**src/rtl/button_event_unit.sv**
```systemverilog
// button_event_unit: AHB-Lite slave that debounces NUM_BTN active-low buttons,
// classifies each press as short or long, and queues the events in a FIFO
// that software drains through the EVENT register.
module button_event_unit #(
    parameter int NUM_BTN      = 4,
    parameter int FIFO_DEPTH   = 4,
    parameter int DEB_DEFAULT  = 900,
    parameter int LONG_DEFAULT = 16000
) (
    input  logic               HCLK,
    input  logic               HRESETn,
    input  logic [31:0]        HADDR,
    input  logic [31:0]        HWDATA,
    input  logic               HWRITE,
    input  logic               HREADY,
    input  logic               HSEL,
    input  logic [2:0]         HSIZE,
    input  logic [1:0]         HTRANS,
    input  logic [NUM_BTN-1:0] nBtn,
    output logic [31:0]        HRDATA,
    output logic               HREADYOUT,
    output logic               IRQ
);

    localparam int PW = (FIFO_DEPTH > 1) ? $clog2(FIFO_DEPTH) : 1;
    localparam int CW = PW + 1;

    typedef enum logic [1:0] {S_IDLE, S_DEB, S_HELD, S_LHELD} btn_state_t;

    // Saturating 16-bit increment for the press counters
    function automatic logic [15:0] sat_inc(input logic [15:0] v);
        return (v == 16'hFFFF) ? v : v + 16'd1;
    endfunction

    // A threshold of 0 behaves as 1
    function automatic logic [15:0] min_one(input logic [15:0] v);
        return (v == 16'd0) ? 16'd1 : v;
    endfunction

    logic [NUM_BTN-1:0] sync1_q, sync2_q;
    logic [2:0]         addr_q;
    logic               wr_q, vld_q;
    logic               en_q, ie_q, ovf_q, ovf_d;
    logic [15:0]        deb_q, long_q, deb_thr, long_thr;
    btn_state_t         state_q [NUM_BTN];
    btn_state_t         state_d [NUM_BTN];
    logic [15:0]        cnt_q   [NUM_BTN];
    logic [15:0]        cnt_d   [NUM_BTN];
    logic [NUM_BTN-1:0] ev_set, ev_long, dup;
    logic [NUM_BTN-1:0] pend_q, pend_d, pend_long_q, pend_long_d, grant;
    logic               push_req, push_long, found;
    logic [2:0]         push_idx;
    logic [3:0]         mem_q [FIFO_DEPTH];
    logic [PW-1:0]      wptr_q, rptr_q;
    logic [CW-1:0]      count_q;
    logic               full, empty, pop, push_ok, drop, flush;
    logic               wr_en, wr_ctrl, wr_deb, wr_long, rd_event;
    logic               unused_ok;

    assign unused_ok = ^{HSIZE, HADDR[31:5], HADDR[1:0], HWDATA[31:16]};

    assign HREADYOUT = 1'b1;
    assign deb_thr   = min_one(deb_q);
    assign long_thr  = min_one(long_q);

    assign wr_en    = vld_q && wr_q;
    assign wr_ctrl  = wr_en && (addr_q == 3'd2);
    assign wr_deb   = wr_en && (addr_q == 3'd3);
    assign wr_long  = wr_en && (addr_q == 3'd4);
    assign rd_event = vld_q && !wr_q && (addr_q == 3'd1);
    assign flush    = wr_ctrl && HWDATA[2];

    assign full    = (count_q == CW'(FIFO_DEPTH));
    assign empty   = (count_q == '0);
    assign pop     = rd_event && !empty;
    assign push_ok = push_req && (!full || pop) && !flush;
    assign drop    = push_req && full && !pop && !flush;
    assign ovf_d   = flush ? 1'b0 : (ovf_q | drop | (|dup));
    assign IRQ     = ie_q && !empty;

    // Two-flop synchroniser, idle-high so reset looks like released buttons
    always_ff @(posedge HCLK or negedge HRESETn) begin
        if (!HRESETn) begin
            sync1_q <= '1;
            sync2_q <= '1;
        end else begin
            sync1_q <= nBtn;
            sync2_q <= sync1_q;
        end
    end

    // Capture the AHB address phase for use in the following data phase
    always_ff @(posedge HCLK or negedge HRESETn) begin
        if (!HRESETn) begin
            vld_q  <= 1'b0;
            wr_q   <= 1'b0;
            addr_q <= '0;
        end else if (HREADY) begin
            vld_q  <= HSEL && (HTRANS != 2'b00);
            wr_q   <= HWRITE;
            addr_q <= HADDR[4:2];
        end
    end

    // Software-visible configuration and the sticky overflow flag
    always_ff @(posedge HCLK or negedge HRESETn) begin
        if (!HRESETn) begin
            en_q   <= 1'b1;
            ie_q   <= 1'b0;
            ovf_q  <= 1'b0;
            deb_q  <= 16'(DEB_DEFAULT);
            long_q <= 16'(LONG_DEFAULT);
        end else begin
            ovf_q <= ovf_d;
            if (wr_ctrl) begin
                en_q <= HWDATA[0];
                ie_q <= HWDATA[1];
            end
            if (wr_deb)  deb_q  <= HWDATA[15:0];
            if (wr_long) long_q <= HWDATA[15:0];
        end
    end

    // Per-button state and counter registers
    always_ff @(posedge HCLK or negedge HRESETn) begin
        if (!HRESETn) begin
            for (int i = 0; i < NUM_BTN; i++) begin
                state_q[i] <= S_IDLE;
                cnt_q[i]   <= '0;
            end
        end else begin
            for (int i = 0; i < NUM_BTN; i++) begin
                state_q[i] <= state_d[i];
                cnt_q[i]   <= cnt_d[i];
            end
        end
    end

    // Debounce and short/long classification; >= lets a lowered threshold
    // take effect at once instead of being skipped past by a running count
    always_comb begin
        ev_set  = '0;
        ev_long = '0;
        for (int i = 0; i < NUM_BTN; i++) begin
            state_d[i] = state_q[i];
            cnt_d[i]   = cnt_q[i];
            if (!en_q) begin
                state_d[i] = S_IDLE;
                cnt_d[i]   = '0;
            end else begin
                case (state_q[i])
                    S_IDLE: if (!sync2_q[i]) begin
                        state_d[i] = S_DEB;
                        cnt_d[i]   = 16'd1;
                    end
                    S_DEB: if (sync2_q[i]) begin
                        state_d[i] = S_IDLE;
                        cnt_d[i]   = '0;
                    end else if (cnt_q[i] >= deb_thr) begin
                        state_d[i] = S_HELD;
                        cnt_d[i]   = 16'd1;
                    end else begin
                        cnt_d[i] = sat_inc(cnt_q[i]);
                    end
                    S_HELD: if (sync2_q[i]) begin
                        ev_set[i]  = 1'b1;
                        state_d[i] = S_IDLE;
                        cnt_d[i]   = '0;
                    end else if (cnt_q[i] >= long_thr) begin
                        ev_set[i]  = 1'b1;
                        ev_long[i] = 1'b1;
                        state_d[i] = S_LHELD;
                        cnt_d[i]   = '0;
                    end else begin
                        cnt_d[i] = sat_inc(cnt_q[i]);
                    end
                    S_LHELD: if (sync2_q[i]) begin
                        state_d[i] = S_IDLE;
                        cnt_d[i]   = '0;
                    end
                    default: begin
                        state_d[i] = S_IDLE;
                        cnt_d[i]   = '0;
                    end
                endcase
            end
        end
    end

    // Fixed-priority arbiter: lowest pending button index is pushed
    always_comb begin
        grant     = '0;
        found     = 1'b0;
        push_idx  = '0;
        push_long = 1'b0;
        for (int i = 0; i < NUM_BTN; i++) begin
            if (pend_q[i] && !found) begin
                grant[i]  = 1'b1;
                found     = 1'b1;
                push_idx  = 3'(i);
                push_long = pend_long_q[i];
            end
        end
        push_req = found;
    end

    // Pending flags: cleared on grant, set by new events, duplicates dropped
    always_comb begin
        pend_d      = pend_q & ~grant;
        pend_long_d = pend_long_q;
        dup         = '0;
        for (int i = 0; i < NUM_BTN; i++) begin
            if (ev_set[i]) begin
                if (pend_d[i]) begin
                    dup[i] = 1'b1;
                end else begin
                    pend_d[i]      = 1'b1;
                    pend_long_d[i] = ev_long[i];
                end
            end
        end
        if (!en_q) pend_d = '0;
    end

    // Pending flag registers
    always_ff @(posedge HCLK or negedge HRESETn) begin
        if (!HRESETn) begin
            pend_q      <= '0;
            pend_long_q <= '0;
        end else begin
            pend_q      <= pend_d;
            pend_long_q <= pend_long_d;
        end
    end

    // FIFO pointers and occupancy; FLUSH overrides any push or pop
    always_ff @(posedge HCLK or negedge HRESETn) begin
        if (!HRESETn) begin
            wptr_q  <= '0;
            rptr_q  <= '0;
            count_q <= '0;
        end else if (flush) begin
            wptr_q  <= '0;
            rptr_q  <= '0;
            count_q <= '0;
        end else begin
            if (push_ok) wptr_q <= wptr_q + 1'b1;
            if (pop)     rptr_q <= rptr_q + 1'b1;
            case ({push_ok, pop})
                2'b10:   count_q <= count_q + 1'b1;
                2'b01:   count_q <= count_q - 1'b1;
                default: count_q <= count_q;
            endcase
        end
    end

    // FIFO storage holds {long, index}
    always_ff @(posedge HCLK) begin
        if (push_ok) mem_q[wptr_q] <= {push_long, push_idx};
    end

    // Read data mux driven from the registered address phase
    always_comb begin
        HRDATA = '0;
        if (vld_q && !wr_q) begin
            case (addr_q)
                3'd0: begin
                    HRDATA[0]   = !empty;
                    HRDATA[1]   = full;
                    HRDATA[2]   = ovf_q;
                    HRDATA[7:4] = 4'(count_q);
                end
                3'd1: if (!empty) begin
                    HRDATA[31]  = 1'b1;
                    HRDATA[8]   = mem_q[rptr_q][3];
                    HRDATA[2:0] = mem_q[rptr_q][2:0];
                end
                3'd2: begin
                    HRDATA[0] = en_q;
                    HRDATA[1] = ie_q;
                end
                3'd3:    HRDATA[15:0] = deb_q;
                3'd4:    HRDATA[15:0] = long_q;
                default: HRDATA = '0;
            endcase
        end
    end

endmodule

```
**config.mk**
```make
export PLATFORM = sky130hd
export DESIGN_NAME = button_event_unit
export DESIGN_NICKNAME = d
export VERILOG_FILES = /design/src/rtl/button_event_unit.sv
export SDC_FILE = /design/constraint.sdc
export NUM_CORES = 1
export LEC_CHECK = 0
export CORE_MARGIN = 2
export CORE_UTILIZATION = 30
export CTS_BUF_LIST = sky130_fd_sc_hd__clkbuf_2 sky130_fd_sc_hd__clkbuf_4 sky130_fd_sc_hd__clkbuf_8
export CTS_CLUSTER_SIZE = 28
export DETAILED_ROUTE_END_ITERATION = 8
export PLACE_DENSITY = 0.47
export SLEW_MARGIN = 20
export SYNTH_ARGS = -nofsm -noshare
export SYNTH_HDL_FRONTEND = slang
export SYNTH_SLANG_ARGS = --single-unit
export TNS_END_PERCENT = 20
```
**constraint.sdc**
```tcl
create_clock -name HCLK -period 3 [get_ports HCLK]
set_clock_uncertainty 0.1 [all_clocks]
set_input_delay 0.9 -clock HCLK [delete_from_list [all_inputs] [get_ports HCLK]]
set_output_delay 0.9 -clock HCLK [all_outputs]
set_load 0.02 [all_outputs]
```
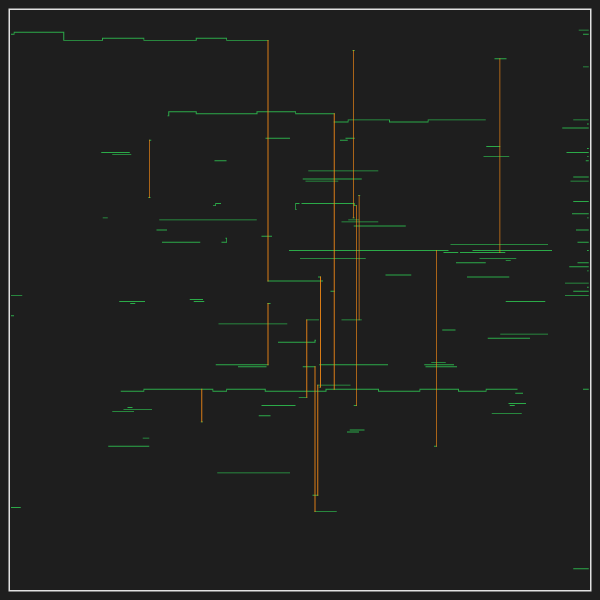
(signal wires by layer)
(3 px per um) Only two layers are drawn.
- metal 4: orange (wire length 664 um)
- metal 3: green (wire length 1,180 um)
via count: 9,814
Global Route Usage Sum: 18.99%
routed wirelength normalized by instance count: 19.44 um
WL final: 35,930 um

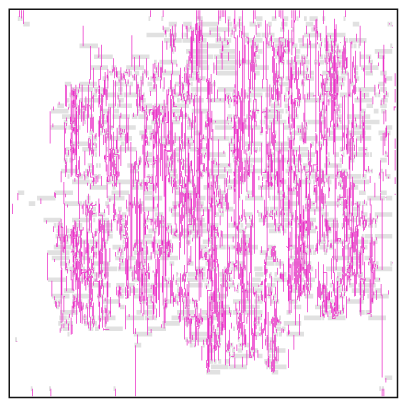
(signal wires on met2)
(2 px per um)
- nets with wire on the layer: 1,270
- wire length on this layer: 16,300 um
M2 GR Usage: 29.18%

==> impl_metrics.py <==
# Physical implementation metrics
metrics = {
    "final_layout": {
        "diodes": 0,
        "logic_area_sq_um": 7051,
        "inverters": 53,
        "buffers_excl_clock": 175,
        "logic_gates": 980,
        "clkbuf_count": 18,
        "final_area_sq_um": 13590,
        "flop-count": 147,
        "finalNetCount": 1589,
        "final_cells": 1848,
        "top_register": "cnt_q",
        "dominant-cell-class": "logic gates",
        "fillers": 3575,
        "reg_top3": "cnt_q: 64 flops, deb_q: 16 flops, long_q: 16 flops",
        "seq_share_pct": 27.69,
        "final_layout_size_suffix_gt1_share_pct": 21.41,
        "clock_cell_area_share_pct": 2.725,
        "lay_top_cells": "nand2_1 (132), ha_1 (130), dfrtp_1 (115)",
        "final_core_util_pct": 38.31,
        "sh_comb_area_pct": 51.87,
    },
    "logic_synthesis": {
        "synthArstFlopShare_pct": 91.84,
        "ys.flop_type": "dfrtp_1",
        "syn_avg_cell_area_sq_um": 8.804,
        "ys_cells": 1222,
        "yosys.area.top_type_share_pct": 26.98,
        "top_cells_by_count": "ha_1 (136), nand2_1 (135), a21oi_1 (116), dfrtp_1 (116), nor2_1 (100)",
        "ys_warn_count": 0,
        "ys_sh_aoi_pct": 20.79,
        "synth_flops": 147,
        "synth_top_cell_by_area": "dfrtp_1",
        "ys_top_logic_family": "AND-OR/OR-AND gates",
        "yosys_area_sq_um": 10760,
        "mux_share_pct": 2.477,
        "synth_cell_types": 85,
        "simple_gate_area_share_pct": 20.35,
        "top_cell": "ha_1",
        "synthAdderAreaFrac_pct": 16.00,
        "ys_sh_xor_pct": 0.6512,
        "synth_cells": 1222,
    },
    "power_and_ir_drop": {
        "comb-power_w": 0.00373,
        "power_leader": "combinational cells",
        "power.density_nw_per_um2": 584.0,
        "clk-power_w": 0.00157,
        "p_leak_nw": 5.971,
        "power_frac_clock_pct": 19.8,
        "power_w": 0.007938,
        "peakVddDrop_mv": 0.3015,
        "p_int_w": 0.004624,
        "pwr-share-seq_pct": 33.2,
        "p_sw_w": 0.003313,
        "p_sw_share_pct": 41.74,
    },
    "hold_path": {
        "min_path_type": "in2async",
    },
    "job": {
        "tool_warnings": 79,
        "cap_violations": 0,
    },
    "clocking": {
        "cts_buffers": 17,
        "clkTransAtPathRegs_ns": 0.10,
        "clk_path_buf_depth": 2,
        "cts_hold_buf": 0,
        "post_cts_buffers": 9,
        "htreeDepth": 4,
        "clock_sinks": 147,
        "post_cts_resized": 78,
        "clockRootBuffer": "clkbuf_8",
        "cts_tree": "built",
    },
    "worst_setup_path": {
        "cp-endpoint": "cnt_q[17]",
        "critPathTopFamily": "AND-OR/OR-AND gates",
        "r2r-end": "cnt_q[17]",
        "reg2regPathDepth": 12,
        "path_class": "reg2reg",
        "r2r_setup_slack_ns": -0.15,
        "cp-start-kind": "flop",
        "path_depth": 12,
        "r2r-start": "deb_q[8]",
        "path_max_fanout": 15,
        "cp_num_buf_inv": 2,
        "cpMaxStageDelayCell": "a2111o_1",
        "path_cells": "nor4_4 > a41o_4 > buf_6 > ha_4 > nand2b_4 > a2111o_1 > a21oi_2 > o2111ai_2 > a21oi_4 > clkbuf_16 > a21o_1 > a32o_1",
        "cpPeakStageDelay_ns": 0.41,
    },
    "global_route": {
        "antenna_found_initial": 0,
        "grt_start_max_net_pins": 45,
        "grt_pass1_wl_um": 54890,
        "grt_use_met3_pct": 2.946,
        "grtUsageMet1_pct": 27.59,
        "gr-total-overflow": 0,
        "busiest_layer": "met2",
        "grt_pass1_vias": 9271,
    },
    "placement": {
        "gp_congestion": 0.8249,
        "dpl_cell_area_sq_um": 12480,
        "dp.cells": 1799,
        "dp_slack_ns": -0.5258,
        "io_buffer_count": 47,
    },
    "final_timing": {
        "min_period_ns": 3.150,
        "setup_slack_ns": -0.1498,
        "finalClockPeriodUsage_pct": 105.0,
        "maxSlewHeadroom_pct": 56.53,
        "holdWs_ns": 0.1844,
        "setup_violations": 40,
        "drv_slew": 0,
        "fin_setup_tns_ns": -3.250,
        "max_freq_mhz": 317.5,
        "tightestPinTransition_ns": 0.6520,
    },
    "floorplanning": {
        "fp_util_pct": 30.32,
        "dieHeight_um": 193.4,
        "num_tap_cells": 461,
        "core_area_sq_um": 35480,
        "die_area_sq_um": 37390,
        "num_rows": 69,
        "io_pins": 112,
        "die_x_um": 193.4,
    },
    "route": {
        "drc": 0,
        "drtAntennaViolNets": 0,
        "maxUsedRoutingLayer": "met4",
        "met1_length_um": 17820,
        "vias_per_cell": 5.311,
    },
    "run_status": {
        "status": "finished, violations left",
        "violations": "setup timing",
    },
}
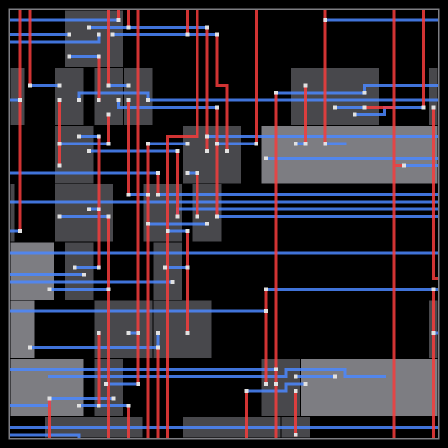
(close-up of the layout)
Window x 135 to 155, y 135 to 155 um. Cells in gray, sequential cells in the stronger gray; small squares are vias.
- metal 1: blue
- metal 2: red
- cells with their middle in the window: 18
- netlist names of flops here include: long_q (2)
- most frequent: nor2_1 (4), inv_1 (3), buf_4 (3)
- sequential cells in the window: 2

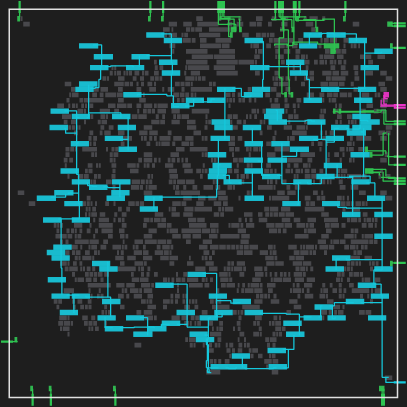
(port wiring)
(2 px per um)
- HRDATA: green (bits 32; direction output; end cells 32; buffers 17; wire 526 um)
- HRESETn: cyan (bits 1; direction input; end cells 135; buffers 4; wire 1,480 um)
- HTRANS: magenta (bits 2; direction input; end cells 1; buffers 2; wire 27.0 um)

No activity file was given, so power comes from the tool's default toggle rates.
